Design matrix_stream_reader, sky130hd; sources not shown.
**Run 1: sequential cells coloured by netlist name**

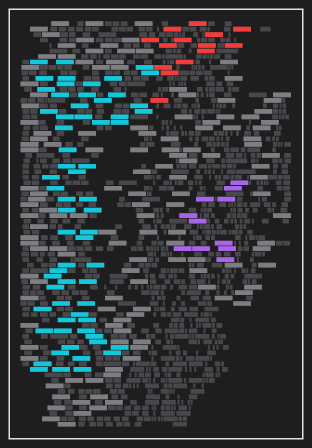
legend:
  addr_hold_q:
    colour: red
    sequential_cells: 14
    where: top middle
  total_q:
    colour: purple
    sequential_cells: 11
    where: right middle
  u_fifo.mem_q:
    colour: cyan
    sequential_cells: 64
    where: a vertical strip on the left
Core Util, Final: 0.557
fraction of area in registers: 0.374
sequential power: 1360 uW
FF+latch area: 0.00563 mm^2

**Run 1: congestion heat map**

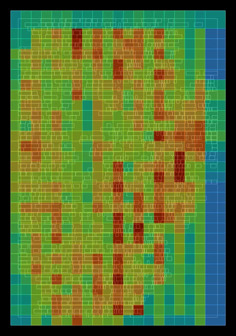
met1 global-route usage: 0.228
met3 GRT Util: 0.0518
Most Crowded Layer GR: met2

**Run 1: nets reached from selected ports**

The bar under the picture is 50 um long.
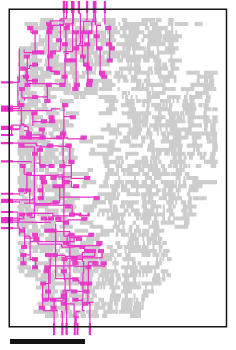
legend:
  bram_data_out:
    colour: magenta
    bits: 32
    direction: input
    edge: 17 left, 9 top, 6 bottom
    end_cells: 144
    buffers: 32
    wire: 2310 um
# IOs: 188
I/O Buffers: 187

==> impl_metrics.env, run 1 <==
# source this file to load flow results
export IMPL_nMultiInputCombCells=710
export IMPL_buf_share=0.129
export IMPL_wl_met2_um=15400
export IMPL_path_clk_slew_ns=0.06
export IMPL_clock_buffers=34
export IMPL_finalHoldViolations=0
export IMPL_synthDistinctLibCells=74
export IMPL_largest_class="combinational gates"
export IMPL_comb_power_share=0.372
export IMPL_route_detailed_drc=0
export IMPL_topCellsByArea="dfrtp_1, mux2_2, fa_1"
export IMPL_intPower_uw=2480
export IMPL_logic_family="multiplexers"
export IMPL_openroad_warnings=28
export IMPL_ant_nets=0
export IMPL_grt_pass1_vias=9228
export IMPL_status="finished, final reports clean"
export IMPL_cp_data_required_time_ns=7.91
export IMPL_pre_cts_slack_ns=3.82
export IMPL_arrival_ns=4.11
export IMPL_worstPathMaxFanout=34
export IMPL_grt_start_max_net_pins=93
export IMPL_cts_resized=0
export IMPL_yosysWarnings=0
export IMPL_yosysTopAreaCell="dfrtp_1"
export IMPL_clockRootBuffer="clkbuf_16"
export IMPL_clk_path_buf_depth=3
export IMPL_max_freq_mhz=182
export IMPL_simple_gate_area_frac=0.105
export IMPL_synth_flop_count=225
export IMPL_max_slew_worst_pin_slew_ns=1.03
**Run 1: M2 wires**

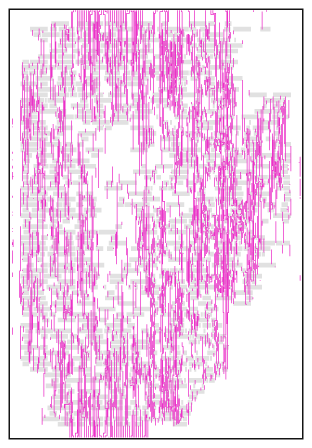

==> run 1 -> run 2 <==
==> constraint.sdc (replaced) <==
create_clock -name clk -period 5.1 [get_ports clk]
set_input_delay 0.765 -clock clk [delete_from_list [all_inputs] [get_ports clk]]
set_output_delay 0.765 -clock clk [all_outputs]
set_load 0.01 [all_outputs]
**Run 2: M2 wires**

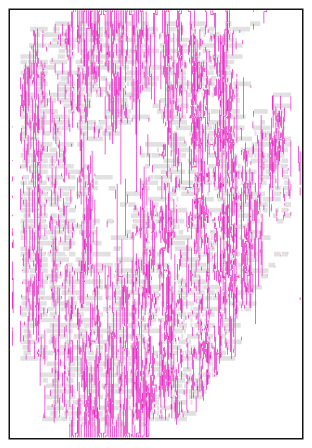
main direction: vertical
share of all routed wire: 52%
nets with wire on the layer: 1198
wire length on this layer: 15200 um
DRT Wirelength: 29200 um
total number of vias: 8446
grt met2 use: 0.339

==> run 2 against run 1 <==
Highest routed layer unchanged. Non-clock buffer count fell by 1. Register-to-register slack got worse by 4.1 ns. Largest cell class unchanged. Worst hold slack got worse by 0.22 ns. Clock skew fell by 0.00088 ns. Sequential share of layout area fell by 0.10 points. Worst setup slack got worse by 3.3 ns. Clock power rose by 88%. Area after synthesis did not move. Synthesized cell count did not move. Count of clock-buffer cells in the layout fell by 4. Final cell count rose by 0.13%.
==> impl_metrics.env, run 2 <==
# source this file to load flow results
export IMPL_max_slew_worst_pin_slew_ns=1.09
export IMPL_buf_share=0.129
export IMPL_openroad_warnings=30
export IMPL_worstPathMaxFanout=34
export IMPL_largest_class="combinational gates"
export IMPL_finalHoldViolations=0
export IMPL_grtUsageMet1=0.228
export IMPL_port_buffer_count=187
export IMPL_simple_gate_area_frac=0.105
export IMPL_comb_power_share=0.368
export IMPL_yosysWarnings=0
export IMPL_route_detailed_drc=0
export IMPL_grt_start_max_net_pins=138
export IMPL_cts_resized=0
export IMPL_grt_busiest_layer="met2"
export IMPL_topCellsByArea="dfrtp_1, mux2_2, fa_1"
export IMPL_ant_nets=0
export IMPL_max_freq_mhz=216
export IMPL_synthDistinctLibCells=74
export IMPL_path_clk_slew_ns=0.06
export IMPL_wl_met2_um=15200
export IMPL_grt_util_met3=0.0518
export IMPL_clk_path_buf_depth=3
export IMPL_ys_sh_adder=0.0907
export IMPL_dp_hpwl_um=21200
export IMPL_arrival_ns=3.86
export IMPL_synth_flop_count=225
export IMPL_status="finished, final reports clean"
export IMPL_intPower_uw=4550
export IMPL_yosysTopAreaCell="dfrtp_1"
export IMPL_cp_data_required_time_ns=4.34
export IMPL_synth_xor_area_share=0.0429
**Run 2: sequential cells coloured by netlist name**

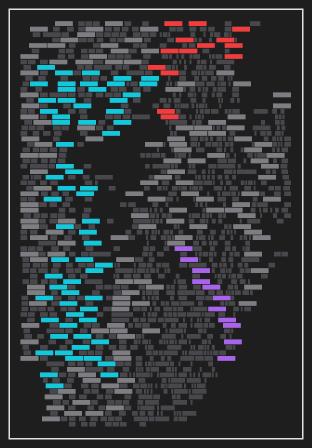
legend:
  u_fifo.mem_q:
    colour: cyan
    sequential_cells: 64
    where: a vertical strip on the left
  addr_hold_q:
    colour: red
    sequential_cells: 14
    where: top middle
  total_q:
    colour: purple
    sequential_cells: 11
Core Util, Final: 0.559
sequential power: 2490 uW
fraction of area in registers: 0.373

==> run 2 -> run 3 <==
--- a/config.mk
+++ b/config.mk
@@ -13,3 +13,4 @@
 export SYNTH_ARGS = -nofsm -noshare
 export SYNTH_HDL_FRONTEND = slang
 export SYNTH_SLANG_ARGS = --single-unit
+export TNS_END_PERCENT = 1
**Run 3: sequential cells coloured by netlist name**

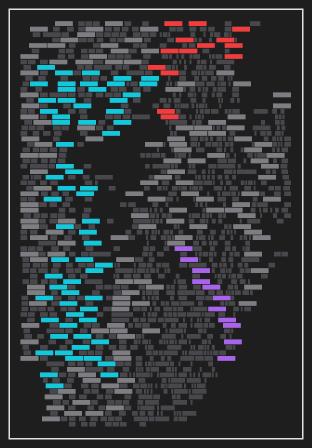
legend:
  total_q:
    colour: purple
    sequential_cells: 11
  u_fifo.mem_q:
    colour: cyan
    sequential_cells: 64
    where: a vertical strip on the left
  addr_hold_q:
    colour: red
    sequential_cells: 14
    where: top middle

**Run 3: congestion heat map**

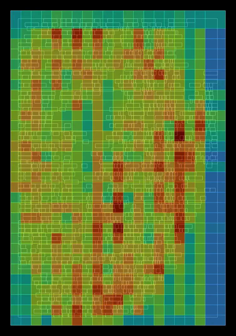
met1 global-route usage: 0.228
All-Layer GR Usage: 0.193
routed len/inst: 18.5 um

==> run 3 against run 2 <==
Die size stayed put. Maximum frequency is the same. Global-route usage unchanged. Register-to-register slack barely moved. Clock power hardly changed. Count of clock-buffer cells in the layout is the same. Clock skew unchanged. Worst hold slack unchanged. Worst setup slack is the same. First-iteration DRC count unchanged. Largest cell class unchanged. Highest routed layer unchanged.
==> impl_metrics.env, run 3 <==
# source this file to load flow results
export IMPL_route_detailed_drc=0
export IMPL_status="finished, final reports clean"
export IMPL_finalHoldViolations=0
export IMPL_powerSeq_uw=2490
export IMPL_synthDistinctLibCells=74
export IMPL_yosysWarnings=0
export IMPL_port_buffer_count=187
export IMPL_clock_buffers=30
export IMPL_ys_sh_adder=0.0907
export IMPL_grt_pass1_vias=8929
export IMPL_cts_resized=0
export IMPL_largest_class="combinational gates"
export IMPL_use_met2=0.339
export IMPL_topCellsByArea="dfrtp_1, mux2_2, fa_1"
export IMPL_seq_share=0.373
export IMPL_synth_flop_count=225
export IMPL_yosysTopAreaCell="dfrtp_1"
export IMPL_clockRootBuffer="clkbuf_16"
export IMPL_synth_xor_area_share=0.0429
export IMPL_max_slew_worst_pin_slew_ns=1.09
export IMPL_drt_total_wl_um=29200
export IMPL_grt_util_met3=0.0518
export IMPL_regArea_mm2=0.00563
export IMPL_grt_busiest_layer="met2"
export IMPL_pre_cts_slack_ns=0.860
export IMPL_end_kind="output pin"
export IMPL_wl_met2_um=15200
export IMPL_cp_data_required_time_ns=4.34
export IMPL_openroad_warnings=30
export IMPL_max_freq_mhz=216
export IMPL_ant_nets=0
export IMPL_path_clk_slew_ns=0.06
export IMPL_nNetsFinal=1333
export IMPL_vias=8446
export IMPL_buf_share=0.129
export IMPL_logic_family="multiplexers"
export IMPL_worstPathMaxFanout=34
export IMPL_clk_path_buf_depth=3
Power figures rest on the tool's default switching activity, not on a simulated workload.
